run_1/met1.png
Supply wires on this layer in grey.
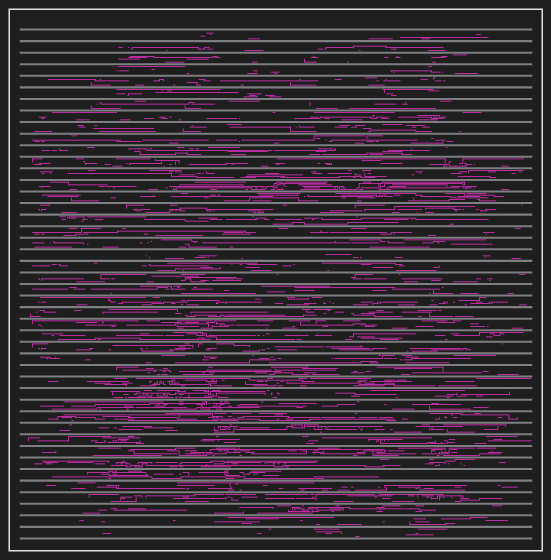
run_1/final_clocks.png
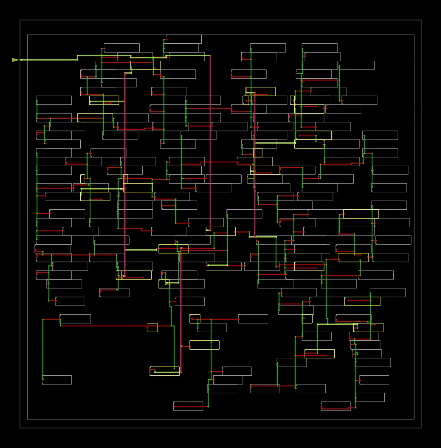
run_1/pdn.png
Pins as bars on the die edge.
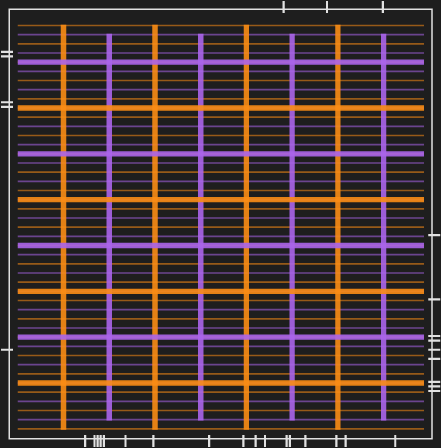
### src/rtl/fifo_pkg.sv
// Shared defaults and elaboration helpers for the parameterised synchronous FIFO.
package fifo_pkg;

  localparam int unsigned DEF_DATA_WIDTH  = 8;
  localparam int unsigned DEF_INDEX_WIDTH = 4;

  // Pointer width: one extra wrap bit above the storage index.
  function automatic int unsigned ptr_width(input int unsigned index_width);
    return index_width + 1;
  endfunction

  // almost_full threshold must be 1..DEPTH, almost_empty threshold 0..DEPTH-1.
  function automatic bit thresholds_ok(input int unsigned index_width,
                                       input int unsigned af_thr,
                                       input int unsigned ae_thr);
    int unsigned depth;
    depth = 32'd1 << index_width;
    return (af_thr >= 1) && (af_thr <= depth) && (ae_thr <= depth - 1);
  endfunction

endpackage

### src/rtl/fifo_mem.sv
// DEPTH x DATA_WIDTH register array: one synchronous write port, one asynchronous read port.
module fifo_mem #(
  parameter int unsigned DATA_WIDTH  = 8,
  parameter int unsigned INDEX_WIDTH = 4
) (
  input  logic                   clk,
  input  logic                   we,
  input  logic [INDEX_WIDTH-1:0] waddr,
  input  logic [DATA_WIDTH-1:0]  wdata,
  input  logic [INDEX_WIDTH-1:0] raddr,
  output logic [DATA_WIDTH-1:0]  rdata
);

  localparam int unsigned DEPTH = 1 << INDEX_WIDTH;

  logic [DATA_WIDTH-1:0] mem [DEPTH];

  always_ff @(posedge clk) begin
    if (we) mem[waddr] <= wdata;
  end

  assign rdata = mem[raddr];

endmodule

### src/rtl/fifo_param_sync.sv
// Parameterised synchronous FIFO with occupancy count, flush, sticky error flags
// and a choice of registered or first-word-fall-through read.
module fifo_param_sync
  import fifo_pkg::*;
#(
  parameter int unsigned DATA_WIDTH             = DEF_DATA_WIDTH,
  parameter int unsigned INDEX_WIDTH            = DEF_INDEX_WIDTH,
  parameter int unsigned ALMOST_FULL_THRESHOLD  = 12,
  parameter int unsigned ALMOST_EMPTY_THRESHOLD = 4,
  parameter bit          FWFT                   = 1'b0
) (
  input  logic                  clk,
  input  logic                  rst,
  input  logic                  wr_en,
  input  logic [DATA_WIDTH-1:0] wr_data,
  input  logic                  rd_en,
  output logic [DATA_WIDTH-1:0] rd_data,
  output logic                  rd_valid,
  input  logic                  flush,
  input  logic                  clr_err,
  output logic                  full,
  output logic                  empty,
  output logic                  almost_full,
  output logic                  almost_empty,
  output logic [INDEX_WIDTH:0]  count,
  output logic                  overflow,
  output logic                  underflow
);

  localparam int unsigned DEPTH = 1 << INDEX_WIDTH;
  localparam int unsigned PTR_W = ptr_width(INDEX_WIDTH);

  typedef logic [PTR_W-1:0] ptr_t;

  if (INDEX_WIDTH < 1) begin : g_bad_index
    $error("fifo_param_sync: INDEX_WIDTH must be at least 1");
  end
  if (!thresholds_ok(INDEX_WIDTH, ALMOST_FULL_THRESHOLD, ALMOST_EMPTY_THRESHOLD)) begin : g_bad_thr
    $error("fifo_param_sync: almost_full/almost_empty threshold out of range");
  end

  ptr_t                  wr_ptr;
  ptr_t                  rd_ptr;
  logic                  rd_accept;
  logic                  wr_accept;
  logic                  ovf_event;
  logic                  udf_event;
  logic [DATA_WIDTH-1:0] mem_rdata;

  // Status is derived purely from the registered pointers.
  assign count        = wr_ptr - rd_ptr;
  assign full         = (count == PTR_W'(DEPTH));
  assign empty        = (count == '0);
  assign almost_full  = (count >= PTR_W'(ALMOST_FULL_THRESHOLD));
  assign almost_empty = (count <= PTR_W'(ALMOST_EMPTY_THRESHOLD));

  // A write into a full FIFO is still taken when a read frees a slot on the same edge.
  assign rd_accept = !flush && rd_en && !empty;
  assign wr_accept = !flush && wr_en && (!full || rd_accept);
  assign ovf_event = wr_en && full && !rd_en;
  assign udf_event = rd_en && empty;

  always_ff @(posedge clk or posedge rst) begin
    if (rst) begin
      wr_ptr    <= '0;
      rd_ptr    <= '0;
      overflow  <= 1'b0;
      underflow <= 1'b0;
    end else if (flush) begin
      wr_ptr    <= '0;
      rd_ptr    <= '0;
      overflow  <= 1'b0;
      underflow <= 1'b0;
    end else begin
      if (wr_accept) wr_ptr <= wr_ptr + PTR_W'(1);
      if (rd_accept) rd_ptr <= rd_ptr + PTR_W'(1);
      // A new error event wins over a simultaneous clear.
      overflow  <= ovf_event || (overflow  && !clr_err);
      underflow <= udf_event || (underflow && !clr_err);
    end
  end

  fifo_mem #(
    .DATA_WIDTH (DATA_WIDTH),
    .INDEX_WIDTH(INDEX_WIDTH)
  ) u_mem (
    .clk  (clk),
    .we   (wr_accept),
    .waddr(wr_ptr[INDEX_WIDTH-1:0]),
    .wdata(wr_data),
    .raddr(rd_ptr[INDEX_WIDTH-1:0]),
    .rdata(mem_rdata)
  );

  if (FWFT) begin : g_fwft
    // Head word is shown directly; masked to zero while empty so reset reads as 0.
    assign rd_data  = empty ? '0 : mem_rdata;
    assign rd_valid = !empty;
  end else begin : g_reg_read
    always_ff @(posedge clk or posedge rst) begin
      if (rst) begin
        rd_data  <= '0;
        rd_valid <= 1'b0;
      end else if (flush) begin
        rd_data  <= '0;
        rd_valid <= 1'b0;
      end else begin
        rd_valid <= rd_accept;
        if (rd_accept) rd_data <= mem_rdata;
      end
    end
  end

endmodule
### config.mk
export PLATFORM = sky130hd
export DESIGN_NAME = fifo_param_sync
export DESIGN_NICKNAME = d
export VERILOG_FILES = /design/src/rtl/fifo_pkg.sv /design/src/rtl/fifo_mem.sv /design/src/rtl/fifo_param_sync.sv
export SDC_FILE = /design/constraint.sdc
export NUM_CORES = 1
export LEC_CHECK = 0
export ABC_AREA = 0
export CAP_MARGIN = 20
export CORE_AREA = 2 2 123 125
export DETAILED_ROUTE_END_ITERATION = 6
export DIE_AREA = 0 0 125 127
export PLACE_DENSITY_LB_ADDON = 0.05
export RECOVER_POWER = 50
export SYNTH_ARGS = -nofsm -noshare
export SYNTH_HDL_FRONTEND = slang
export SYNTH_SLANG_ARGS = --single-unit
### constraint.sdc
create_clock -name clk -period 4 [get_ports clk]
set_clock_uncertainty 0.1 [all_clocks]
set_input_delay 0.8 -clock clk [delete_from_list [all_inputs] [get_ports clk]]
set_output_delay 0.8 -clock clk [all_outputs]
set_load 0.1 [all_outputs]
==> GITHUB_STEP_SUMMARY, run 1 <==
## Implementation flow summary

| Metric | Value |
|---|---|
| Status | `finished, final reports clean` |
| Comb power frac | `44.5%` |
| Vias in the first global route | `3738` |
| Post-synthesis cell count | `383` |
| Int Pwr | `3.74 mW` |
| Top sig layer | `met4` |
| Die Size | `15900 sq um` |
| Crit Path Max Fanout | `10` |
| Met2 Use GR | `29.8%` |
| Floorplan core density | `44.3%` |
| WL met3 | `726 microns` |
| 1st-pass router iterations | `4` |
| Fmax | `268 MHz` |
| Setup bufs post-CTS | `0` |
| Non-filler cells, final | `618` |
| R2r startpoint | `wr_ptr[0]` |
| GR Layer Usage met3 | `4.23%` |
| Clock Pin Slew Worst Setup and Hold Paths | `0.06 ns` |
| RSZ-0062 raised after global routing | `false` |
| Ports | `34` |
| FILL cells | `1195` |
| # DRC | `0` |
| Final #Nets | `446` |
| Clk tree area frac | `8.01%` |
| CP endpoint kind | `primary output` |
| Fraction of layout cells with a size suffix above 1 | `21.0%` |
| Yosys adder share | `2.08%` |
| N_diodes | `0` |
| Area Growth Syn to Fin | `19.2%` |
| Tool warnings | `30` |
| Yosys stat cell total | `383` |
| CTS tree | `built` |
| Inverter count | `12` |
| EDFF count, synth | `128` |
| Largest cell class by area | `registers` |
| Final-report setup violation count | `0` |
| Hold Slack | `0.431 ns` |
| Required @ worst endpoint | `3.10 ns` |
| Clock tree buffer depth | `2` |
| Clock period minus worst slack | `3.73 ns` |
| Met2 wire length | `6.68 mm` |
| Register-to-Register Path Depth | `8` |
| TAP cells | `184` |
| Port Buf Inserts | `33` |
| Hold EP | `underflow` |
Notes on met1.png above:
share of all routed wire: 45%
longest straight run: 39.6 microns
wire length on this layer: 6240 microns
main direction: horizontal
nets with wire on the layer: 406
met1 Use GR: 26.6%
routed via count: 3537
final wirelength: 14.0 mm

Notes on final_clocks.png above:
Insertion Delay late pin: 0.42 ns
Clock buffer cells: 20
FF+latch count: 149
cts bufs inserted: 17

Notes on pdn.png above:
| net | colour |
|---|---|
| VDD | purple |
| VSS | orange |
signal pins: 34
met1 rails: 45
rows: 44
worst vdd ir: 0.00116 V
Core Region: 14400 sq um
Die Ht: 127 microns

-- run 1: sequential cells by signal, indices dropped and copies added (netlist names) --
register	flops
u_mem.mem	128
rd_data	8
rd_ptr	5
wr_ptr	5
overflow	1
rd_valid	1
underflow	1
-- run 1: synth_stat cells, types with 2 or more instances --
cell type	number
nand3_1	3
inv_1	10
and4_1	2
clkbuf_1	10
dfrtp_1	21
o211ai_1	2
a21oi_1	8
xor2_2	3
and3_1	18
inv_2	2
or4_1	4
ha_1	9
mux2_2	3
a22oi_1	16
nand2_1	23
nor2b_1	16
nor3b_1	2
nor2_1	24
mux4_2	32
nor3_1	4
a31oi_1	2
buf_2	7
a221o_1	8
edfxtp_1	128
nand3b_1	2
nand4_1	2
==> inputs of run 2 (changes only) <==
Settings changed: CAP_MARGIN 20 to 10.
==> GITHUB_STEP_SUMMARY, run 2 <==
## Implementation flow summary

| Metric | Value |
|---|---|
| N_diodes | `0 (unchanged)` |
| CTS tree | `built` |
| Fraction of layout cells with a size suffix above 1 | `21.0% (unchanged)` |
| Ports | `34 (unchanged)` |
| Most numerous cell in the Yosys netlist | `edfxtp_1` |
| CP endpoint kind | `primary output` |
| FF+latch count | `149 (unchanged)` |
| TAP cells | `184 (unchanged)` |
| Clock Pin Slew Worst Setup and Hold Paths | `0.06 ns (about the same)` |
| R2r startpoint | `wr_ptr[0]` |
| RSZ-0062 raised after global routing | `false` |
| Largest cell class by area | `registers` |
| Die Ht | `127 microns (unchanged)` |
| Tool warnings | `30 (unchanged)` |
| Die Size | `15900 sq um (unchanged)` |
| Cts bufs inserted | `17 (unchanged)` |
| Clk tree area frac | `8.01% (unchanged)` |
| Yosys adder share | `2.08% (unchanged)` |
| Register-to-Register Path Depth | `8 (unchanged)` |
| Status | `finished, final reports clean` |
| 1st-pass router iterations | `4 (unchanged)` |
| Worst vdd ir | `0.00116 V (unchanged)` |
| Non-filler cells, final | `618 (unchanged)` |
| Core Region | `14400 sq um (unchanged)` |
| Final-report setup violation count | `0 (unchanged)` |
| Final #Nets | `446 (unchanged)` |
| Area Growth Syn to Fin | `19.2% (unchanged)` |
| Yosys stat cell total | `383 (unchanged)` |
[run 2: routing by layer]
| layer | up-vias | share of wire (%) | global-route usage (%) |
|---|---|---|---|
| met2 | 97 | 48 | 29.8 |
| li1 | 1596 | - | - |
| met1 | 1826 | 45 | 26.6 |
| met5 | - | 0 | 0 |
| met3 | 18 | 5.2 | 4.23 |
| met4 | 0 | 2.4 | 8.04 |
[run 2: what timing repair did]
item                                    CTS  global route
hold buffers                              0             0
endpoints found under the setup margin    0             1
endpoints found under the hold margin     0             0
resized                                   0             1
buffers inserted                          0             0
[run 2: power by group]
| group | internal, mW | total, mW | switching, mW |
|---|---|---|---|
| registers | 1.79 | 1.84 | 0.0511 |
| clock network | 1.04 | 1.66 | 0.616 |
| logic | 0.904 | 2.81 | 1.91 |
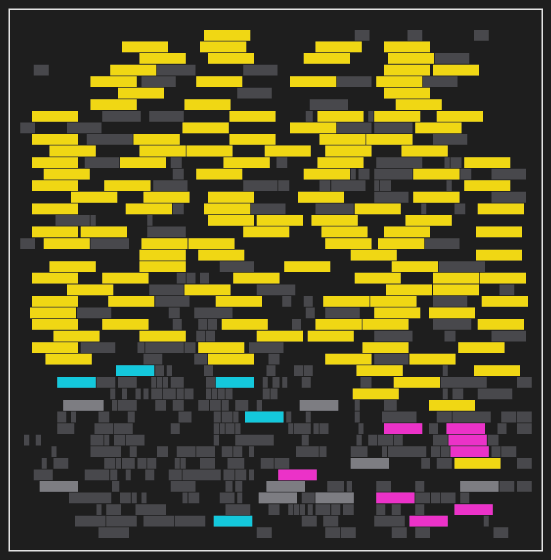
run_2/registers.png
Other sequential cells in the stronger grey, the rest of the logic in the fainter grey.
| name in the netlist | colour | flops |
|---|---|---|
| wr_ptr | cyan | 5 |
| u_mem.mem | yellow | 128 |
| rd_data | magenta | 8 |
Flop area: 4370 sq um
Layout Utilization: 52.7%
flop share of the area: 57.5%
seq pwr: 1.84 mW

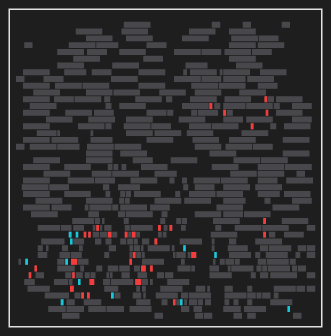
run_2/gate_families.png
| family | colour | cells | most used |
|---|---|---|---|
| inverters | cyan | 12 | inv_1 |
| NAND gates | red | 31 | nand2_1 |

==> inputs of run 3 (changes only) <==
Settings changed: CAP_MARGIN 10 to default, DONT_BUFFER_PORTS from default to 1.
==> GITHUB_STEP_SUMMARY, run 3 <==
## Implementation flow summary

| Metric | Value |
|---|---|
| Gr busiest metal | `met2` |
| Top power group | `combinational logic` |
| Clock Power Share | `25.4% (-0.9 points)` |
| Setup bufs post-CTS | `0 (unchanged)` |
| Worst vdd ir | `0.000788 V (-32%)` |
| Comb power frac | `37.6% (-6.9 points)` |
| Cts bufs inserted | `17 (unchanged)` |
| Layout Utilization | `50.1% (-2.6 points)` |
| Most numerous cell in the Yosys netlist | `edfxtp_1` |
| Tool warnings | `30 (unchanged)` |
| RSZ-0062 raised after global routing | `false` |
| CTS tree | `built` |
| Int Pwr | `3.41 mW (-8.9%)` |
| Seq pwr | `2.19 mW (+19%)` |
| Core Region | `14400 sq um (unchanged)` |
| Power Clock | `1.50 mW (-10%)` |
| Seq pwr share | `37.0% (+7.8 points)` |
| Status | `finished, final reports clean` |
| Met1 Use GR | `26.8% (+0.23 points)` |
| Yosys adder share | `2.08% (unchanged)` |
| Final-report setup violation count | `0 (unchanged)` |
| Register-to-Register Path Depth | `8 (unchanged)` |
| Die Size | `15900 sq um (unchanged)` |
| 1st-pass router iterations | `6 (+2)` |
| GR Layer Usage met3 | `5.44% (+1.2 points)` |
==> run 3: cell counts after synthesis <==
No cell type changed its count.
==> run 3: what timing repair did <==
| item | in CTS | in global routing |
|---|---|---|
| endpoints found under the setup margin | 1 | 0 |
| resized | 1 | 0 |
| hold buffers | 0 | 0 |
==> run 3: per-layer routing <==
layer	wire length (microns)	share of wire, %
met1	6580	46
met2	6830	47
met3	849	5.9
met4	176	1.2
met5	0	0
==> run 3: final cells by class <==
| cell class | count | area (sq um) |
|---|---|---|
| Sequential cell | 149 | 4370 |
| Tap cell | 184 | 230 |
| Fill cell | 1195 | 7190 |
| Clock buffer | 19 | 433 |
| Multi-Input combinational cell | 203 | 1920 |
| Timing Repair Buffer | 11 | 120 |
| Clock inverter | 11 | 110 |
| Inverter | 12 | 45.0 |
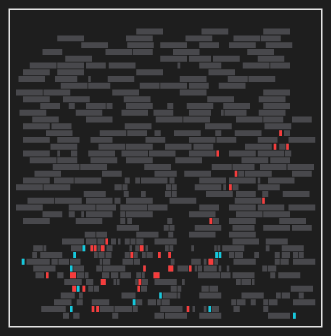
run_3/gate_families.png
| family | colour | cells | most used |
|---|---|---|---|
| NAND gates | red | 31 | nand2_1 |
| inverters | cyan | 12 | inv_1 |

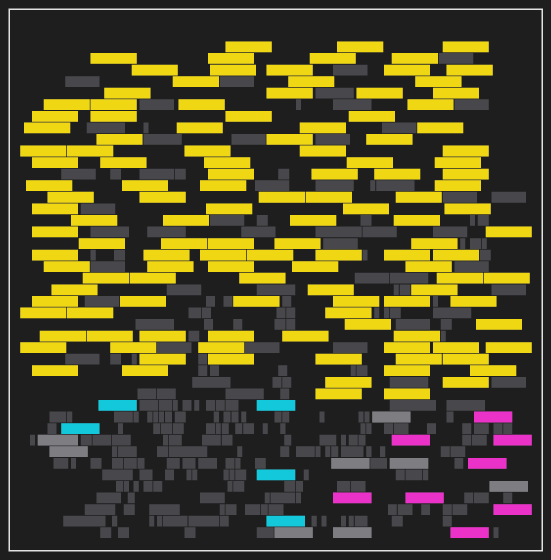
run_3/registers.png
Other sequential cells in the stronger grey, the rest of the logic in the fainter grey.
| name in the netlist | colour | flops |
|---|---|---|
| rd_data | magenta | 8 |
| wr_ptr | cyan | 5 |
| u_mem.mem | yellow | 128 |
not coloured: 8

Power is estimated from default activity; no workload was simulated.
